### Floorplan with the power grid

Pins as bars on the die edge. Tap cells in gray.
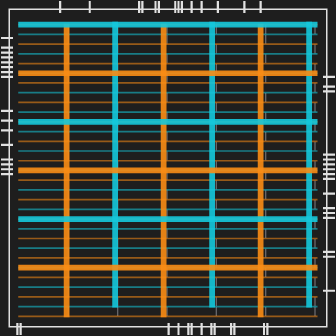
### Cells colored by class

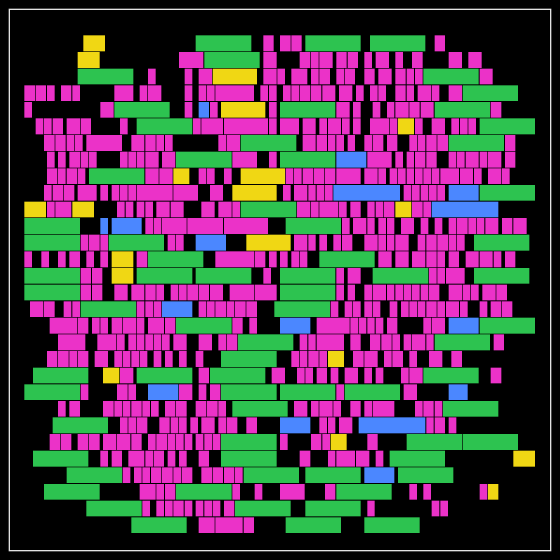
### Clock distribution

The bar under the picture is 20 um long.
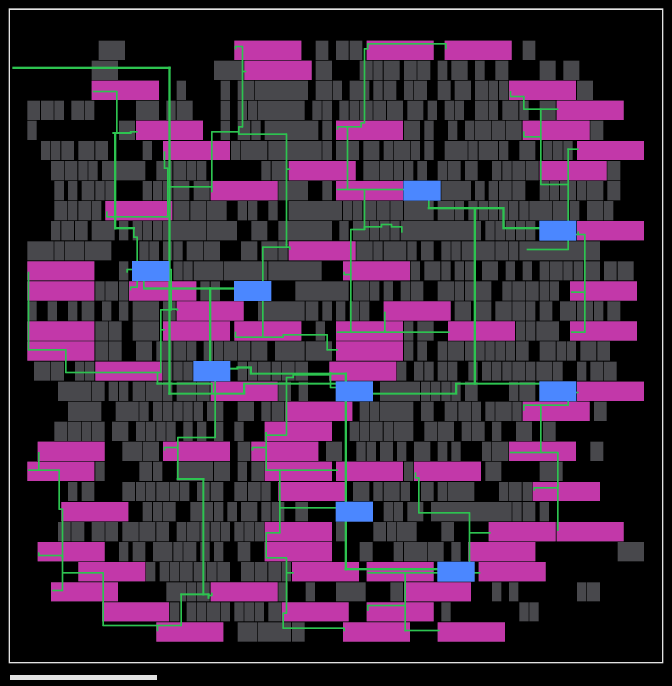
### Signal wires by layer

The bar under the picture is 20 um long.
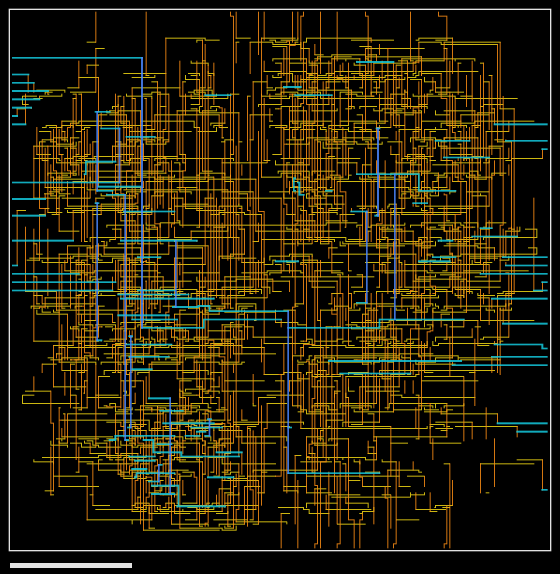
$ cat src/rtl/rd_fifo_space_ctrl.sv
// rd_fifo_space_ctrl
//   Read-side FIFO status controller for the VDMA read path. It watches the
//   occupancy of the FIFO between the AXI read master (DDR -> FIFO) and the
//   video output. While the FIFO has room and the frame still has words left,
//   it requests fixed-length bursts. It then issues one short tail burst for
//   the remainder. A watchdog recovers a stuck transfer through rst_chain.
//
// Optional feature macro: RD_ERR_CNT_EN
//   When defined, adds err_cnt, a saturating count of timeout events.
//
// Ports
//   clock, rst        : clock, asynchronous active-high reset
//   enable            : allows new requests to be issued from IDLE
//   f_rst_status      : synchronous abort (state -> IDLE, remain cleared)
//   frame_start       : 1-cycle pulse that latches frame_len
//   frame_len         : number of words in the frame
//   count, fifo_empty : FIFO occupancy and empty flag
//   resp, done        : read master accepted request / last beat written
//   burst_req         : normal burst request level (req_len = BURST_LEN)
//   tail_req          : tail burst request level (req_len = remainder)
//   req_len           : length of the current request, held until the next
//   burst_done        : 1-cycle completion pulse for a normal burst
//   tail_done         : 1-cycle completion pulse for the tail burst
//   frame_done        : 1-cycle pulse when the frame's remaining count hits 0
//   frame_drop        : 1-cycle pulse for a frame_start that was ignored
//   rst_chain         : 1-cycle datapath reset request after a timeout
//   busy              : controller is outside IDLE
//   err_cnt           : (RD_ERR_CNT_EN only) timeout event count, saturating
module rd_fifo_space_ctrl #(
  parameter int          THRESHOLD = 300,
  parameter int          BURST_LEN = 100,
  parameter int          LSIZE     = 9,
  parameter int          DEPTH     = 1024,
  parameter logic [23:0] TIMEOUT   = 24'hFFF000
) (
  input  logic                       clock,
  input  logic                       rst,
  input  logic                       enable,
  input  logic                       f_rst_status,
  input  logic                       frame_start,
  input  logic [23:0]                frame_len,
  input  logic [$clog2(DEPTH)-1:0]   count,
  input  logic                       fifo_empty,
  input  logic                       resp,
  input  logic                       done,
  output logic                       burst_req,
  output logic                       tail_req,
  output logic [LSIZE-1:0]           req_len,
  output logic                       burst_done,
  output logic                       tail_done,
  output logic                       frame_done,
  output logic                       frame_drop,
  output logic                       rst_chain,
  output logic                       busy
`ifdef RD_ERR_CNT_EN
  ,
  output logic [7:0]                 err_cnt
`endif
);

  typedef enum logic [3:0] {
    IDLE        = 4'd0,
    NEED_RD     = 4'd1,
    WAIT_DONE   = 4'd2,
    FSH         = 4'd3,
    RD_TAIL     = 4'd4,
    TAIL_DONE   = 4'd5,
    TAIL_FSH    = 4'd6,
    TIME_ERR    = 4'd7,
    RESET_CHAIN = 4'd8
  } state_t;

  state_t            cstate_q, nstate;
  logic [23:0]       remain_q, remain_d;
  logic [23:0]       tcnt_q;
  logic              timeout_q;
  logic              space_ok_q;
  logic              burst_req_q, tail_req_q, busy_q;
  logic              burst_done_q, tail_done_q, frame_done_q;
  logic              frame_drop_q, rst_chain_q;
  logic [LSIZE-1:0]  req_len_q;
  logic [31:0]       free_w;
  logic              load_ok;
  logic              wd_active;

  // Free words in the FIFO. Computed at 32 bits so the threshold compare
  // cannot wrap.
  assign free_w = 32'(DEPTH - 1) - 32'(count);

  // A new frame is accepted only when the previous frame is fully consumed
  // and no burst is in flight.
  assign load_ok = frame_start && (cstate_q == IDLE) && (remain_q == 24'd0);

  // The watchdog only counts toward a timeout in the states that wait on
  // the read master.
  assign wd_active = (cstate_q == NEED_RD) || (cstate_q == WAIT_DONE) ||
                     (cstate_q == RD_TAIL) || (cstate_q == TAIL_DONE) ||
                     (cstate_q == FSH)     || (cstate_q == TAIL_FSH);

  always_comb begin
    nstate = cstate_q;
    if (f_rst_status) begin
      nstate = IDLE;
    end else begin
      case (cstate_q)
        IDLE: begin
          if (enable && space_ok_q) begin
            if (remain_q >= 24'(BURST_LEN))  nstate = NEED_RD;
            else if (remain_q != 24'd0)      nstate = RD_TAIL;
          end
        end
        // Timeout outranks resp/done. If resp and done arrive in the same
        // cycle, that cycle counts as resp only, so done must be seen again.
        NEED_RD:     if (timeout_q) nstate = TIME_ERR; else if (resp) nstate = WAIT_DONE;
        WAIT_DONE:   if (timeout_q) nstate = TIME_ERR; else if (done) nstate = FSH;
        FSH:         nstate = IDLE;
        RD_TAIL:     if (timeout_q) nstate = TIME_ERR; else if (resp) nstate = TAIL_DONE;
        TAIL_DONE:   if (timeout_q) nstate = TIME_ERR; else if (done) nstate = TAIL_FSH;
        TAIL_FSH:    nstate = IDLE;
        TIME_ERR:    nstate = RESET_CHAIN;
        RESET_CHAIN: if (fifo_empty) nstate = IDLE;
        default:     nstate = IDLE;
      endcase
    end
  end

  // Remaining words in the frame. Abort, tail completion and timeout
  // recovery all clear it. A normal burst subtracts BURST_LEN when FSH
  // is entered.
  always_comb begin
    remain_d = remain_q;
    if (f_rst_status)                                       remain_d = 24'd0;
    else if (nstate == FSH)                                 remain_d = remain_q - 24'(BURST_LEN);
    else if (nstate == TAIL_FSH)                            remain_d = 24'd0;
    else if (cstate_q == RESET_CHAIN && nstate == IDLE)     remain_d = 24'd0;
    else if (load_ok)                                       remain_d = frame_len;
  end

  always_ff @(posedge clock or posedge rst) begin
    if (rst) begin
      cstate_q     <= IDLE;
      remain_q     <= 24'd0;
      tcnt_q       <= 24'd0;
      timeout_q    <= 1'b0;
      space_ok_q   <= 1'b0;
      burst_req_q  <= 1'b0;
      tail_req_q   <= 1'b0;
      busy_q       <= 1'b0;
      burst_done_q <= 1'b0;
      tail_done_q  <= 1'b0;
      frame_done_q <= 1'b0;
      frame_drop_q <= 1'b0;
      rst_chain_q  <= 1'b0;
      req_len_q    <= '0;
    end else begin
      cstate_q   <= nstate;
      remain_q   <= remain_d;
      space_ok_q <= (free_w >= 32'(THRESHOLD));

      // The counter saturates so that a long stay in RESET_CHAIN cannot
      // wrap it.
      if (cstate_q == IDLE)          tcnt_q <= 24'd0;
      else if (tcnt_q != 24'hFFFFFF) tcnt_q <= tcnt_q + 24'd1;
      timeout_q <= wd_active && (tcnt_q > TIMEOUT);

      burst_req_q  <= (nstate == NEED_RD);
      tail_req_q   <= (nstate == RD_TAIL);
      busy_q       <= (nstate != IDLE);
      burst_done_q <= (nstate == FSH);
      tail_done_q  <= (nstate == TAIL_FSH);
      rst_chain_q  <= (nstate == TIME_ERR);
      frame_done_q <= ((nstate == FSH) && (remain_q == 24'(BURST_LEN))) ||
                      (nstate == TAIL_FSH);
      frame_drop_q <= frame_start && !load_ok;

      if (cstate_q == IDLE && nstate == NEED_RD)      req_len_q <= LSIZE'(BURST_LEN);
      else if (cstate_q == IDLE && nstate == RD_TAIL) req_len_q <= remain_q[LSIZE-1:0];
    end
  end

`ifdef RD_ERR_CNT_EN
  logic [7:0] err_cnt_q;

  // Survives f_rst_status on purpose: it records the history of timeouts.
  always_ff @(posedge clock or posedge rst) begin
    if (rst)                                              err_cnt_q <= 8'd0;
    else if (nstate == TIME_ERR && err_cnt_q != 8'hFF)   err_cnt_q <= err_cnt_q + 8'd1;
  end

  assign err_cnt = err_cnt_q;
`endif

  assign burst_req  = burst_req_q;
  assign tail_req   = tail_req_q;
  assign req_len    = req_len_q;
  assign burst_done = burst_done_q;
  assign tail_done  = tail_done_q;
  assign frame_done = frame_done_q;
  assign frame_drop = frame_drop_q;
  assign rst_chain  = rst_chain_q;
  assign busy       = busy_q;

endmodule

$ cat config.mk
export PLATFORM = sky130hd
export DESIGN_NAME = rd_fifo_space_ctrl
export DESIGN_NICKNAME = d
export VERILOG_FILES = /design/src/rtl/rd_fifo_space_ctrl.sv
export SDC_FILE = /design/constraint.sdc
export NUM_CORES = 1
export LEC_CHECK = 0
export ABC_AREA = 1
export CORE_MARGIN = 2
export CORE_UTILIZATION = 64
export DETAILED_ROUTE_END_ITERATION = 6
export DONT_BUFFER_PORTS = 1
export HOLD_SLACK_MARGIN = 0.06
export PLACE_DENSITY = 0.91
export RECOVER_POWER = 50
export SLEW_MARGIN = 0
export SYNTH_ARGS = -nofsm -noshare
export SYNTH_HDL_FRONTEND = slang
export SYNTH_SLANG_ARGS = --single-unit
$ cat constraint.sdc
create_clock -name clock -period 2.7 [get_ports clock]
set_clock_uncertainty 0.2 [all_clocks]
set_input_delay 0.405 -clock clock [delete_from_list [all_inputs] [get_ports clock]]
set_output_delay 0.405 -clock clock [all_outputs]
set_load 0.005 [all_outputs]
==> flow_metrics.env <==
# implementation run metrics
export IMPL_slew_violations=72
export IMPL_crit_fanout=22
export IMPL_ys_sh_aoi=0.0941
export IMPL_dr_wl_met3_um=665
export IMPL_antenna_found_initial=0
export IMPL_intPower_mw=1.97
export IMPL_slowest_stage="dfrtp_1"
export IMPL_warning_count=30
export IMPL_min_path_type="primary input to flip-flop"
export IMPL_worstMarginPinSlew_ns=1.59
export IMPL_violations="capacitance limit, slew limit"
export IMPL_wl_per_cell_um=14.8
export IMPL_crit_start="remain_q[2]"
export IMPL_place_congestion=0.930
export IMPL_holdPathStages=4
export IMPL_relSlewSlack=-0.0597
export IMPL_wl_met1_um=4420
export IMPL_holdWs_ns=0.0893
export IMPL_drt_iter0_markers=320
export IMPL_p_seq_frac=0.447
export IMPL_status="finished, violations left"
export IMPL_clkTransAtPathRegs_ns=0.08
export IMPL_cts_tree="done"
export IMPL_cts_setup_buffers=0
export IMPL_grtUsageMet3=0.0681
export IMPL_top_cell_area_share=0.390
export IMPL_area_leaders="dfrtp_1 (39%), nand2_1 (11%), nand2_2 (6.7%)"
export IMPL_cts_resized=1
export IMPL_h_tree_depth=3
export IMPL_maxCapViolCount=1
export IMPL_dpl_hpwl_um=7620
export IMPL_floorplan_core_util=0.668
export IMPL_setup_worst_path_start_class="flip-flop"
export IMPL_p_sw_frac=0.293
export IMPL_diodes=0
Back to the opening pictures, 'Floorplan with the power grid':
legend:
  orange:
    net: VSS
  cyan:
    net: VDD
met4 straps: 6
met5 straps: 6
tap cells: 96
rows: 30
signal pins: 59

Back to the opening pictures, 'Cells colored by class':
legend:
  magenta:
    class: all other logic
    cells: 536
  green:
    class: flip-flops
    cells: 71
  blue:
    class: clock drivers and dummy loads
    cells: 16
  yellow:
    class: other buffers and delay cells
    cells: 19
Design Area, Final: 5040 um^2
core area: 6830 um^2

Back to the opening pictures, 'Clock distribution':
legend:
  blue:
    item: cells driving clock nets
    count: 9
  green:
    item: clock wires
    length: 923 um
  magenta:
    item: flip-flops
    count: 71
flops lie: widely spread
routed clock nets: 10

Back to the opening pictures, 'Signal wires by layer':
legend:
  cyan:
    layer: met3
    wire_length: 666 um
  blue:
    layer: met4
    wire_length: 255 um
  orange:
    layer: met2
    wire_length: 5560 um
  yellow:
    layer: met1
    wire_length: 4420 um

